==> config.mk <==
export PLATFORM = sky130hd
export DESIGN_NAME = job_issuer_flat
export DESIGN_NICKNAME = d
export VERILOG_FILES = /design/src/rtl/job_pkg.sv /design/src/rtl/job_issuer_if.sv /design/src/rtl/job_timer.sv /design/src/rtl/job_issuer.sv /design/src/flat_wrapper.sv
export SDC_FILE = /design/constraint.sdc
export NUM_CORES = 1
export LEC_CHECK = 0
export CAP_MARGIN = 10
export CORE_MARGIN = 4
export CORE_UTILIZATION = 43
export CTS_CLUSTER_SIZE = 40
export DETAILED_ROUTE_END_ITERATION = 12
export PLACE_DENSITY_LB_ADDON = 0.15
export SLEW_MARGIN = 20
export SYNTH_ARGS = -nofsm -noshare
export SYNTH_HDL_FRONTEND = slang
export SYNTH_HIERARCHICAL = 1
export SYNTH_SLANG_ARGS = --single-unit
==> constraint.sdc <==
create_clock -name clk -period 2.5 [get_ports clk]
set_clock_uncertainty 0.2 [all_clocks]
set_input_delay 0.75 -clock clk [delete_from_list [all_inputs] [get_ports clk]]
set_output_delay 0.75 -clock clk [all_outputs]
set_load 0.02 [all_outputs]
==> images/met1.png <==
Cells faint in the background.
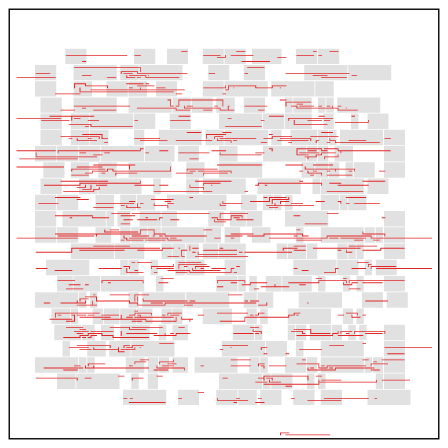
longest straight run: 15.6 µm
main direction: horizontal
share of all routed wire: 43%
fraction of met1 tracks used by global routing: 19.5%
vias post-DR: 1576

==> images/met2.png <==
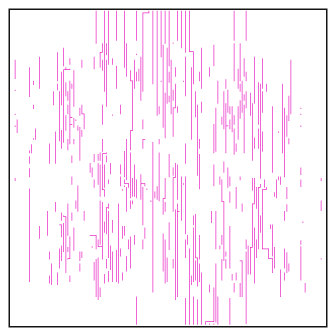
longest straight run: 34.0 µm
share of all routed wire: 47%
main direction: vertical
nets with wire on the layer: 251
overall routed net length: 3.98 mm
global routing met2 resource utilization: 26.8%

==> results.txt <==
Worst hold path depth = 2
Inverters = 4
Routed wire per std cell = 13.1 µm
Largest area class, layout = flip-flops and latches
Global route total overflow = 0
R2R cell count = 8
Nature of the critical path startpoint = flop
Worst slew slack as a fraction of its limit = 60.0%
Worst reg-to-reg setup slack = 0.35 ns
Result of the run = finished clean
Number of cell instances after yosys synthesis = 184
CP top delay family = buffers and inverters
Combinational cell area excluding buffers and inverters = 793 µm²
Iteration-0 DRC count of the detailed router = 69
Transition time at the pin with the least slew margin = 0.601 ns
Signal buffers share of area = 28.2%
Comb. pwr = 218 µW
Number of H-tree branching levels = 2
# port buffers = 64
Cell type of the slowest stage on the worst timing path = sky130_fd_sc_hd__dlygate4sd2_1
Post-route cell area = 2570 µm²
Synthesized-area fraction occupied by adder cells = 2.15%
Clock transition at path regs = 0.08 ns
Synthesis area per yosys = 1740 µm²
Capturing element type of the critical path = output pin
Post-layout period usage = 93.7%
Minimum clock period after layout = 2.34 ns
Ys flop type = sky130_fd_sc_hd__dfxtp_1
Total power draw = 1410 µW
Tally of OpenROAD warnings = 27
Worst slack at placement = -0.174 ns
Critical path, cell by cell = buf_4, nor3b_1, dlygate4sd2_1
Group drawing the most power = sequential cells
Combinational fraction of design power = 15.5%
Top cell type by instance count after synthesis = sky130_fd_sc_hd__dfxtp_1
Post-cts sizing count = 3
Mux cell area share = 0.574%
Most Crowded Layer GR = met2
Buffer count excluding the clock tree in the final layout = 74
Root Buffer Master = sky130_fd_sc_hd__clkbuf_8
Highest ir drop seen on vdd = 0.349 mV
Kind of critical path = flop to output pin
Max-slew violations = 0
Number of antenna violations at the first check in global routing = 0
Simple logic cell fraction of the synthesized area = 21.9%
Setup violators final = 0
Critical path depth = 3
Placer's final routability congestion estimate = 0.761
Internal power contribution = 1060 µW
Met2 wire length = 1.88 mm
All-layer global routing usage = 16.6%
Power spent charging and discharging nets = 349 µW
Detail Route met3 WL = 309 µm
Power per cell area = 548 nW/µm²
Worst Path Required = 1.55 ns
Type of the most critical hold path = flop to flop
Met3 global-route usage = 6.03%
Top routing layer used = met4
Logic gate fraction of the total cell area = 30.9%
Main combinational cell family by area after synthesis = simple AND/OR/NAND/NOR gates
Leakage dissipation = 0.000946 µW
Max-area cell share = 50.5%
Number of flops mapped to enable cells by yosys = 0
Flip-flop and latch share of the layout cell area = 34.3%
Met1 wire length = 1.71 mm
RSZ-0062 raised after global routing = no
Crit-path max cell delay = 0.38 ns
Fraction of power consumed by sequential logic = 52.6%
Main area contributors after synthesis = sky130_fd_sc_hd__dfxtp_1 51%, sky130_fd_sc_hd__a22o_1 7.0%, sky130_fd_sc_hd__nand2_1 6.2%, sky130_fd_sc_hd__a21oi_1 4.6%, sky130_fd_sc_hd__nor2_1 3.0%
FP Rows = 22
Filler Cells Inserted = 339
Inserted Clock Buffers = 5
Count of distinct cell types in the synthesized netlist = 39
Asr flop ratio synth = 0%
Power figures rest on the tool's default switching activity, not on a simulated workload.
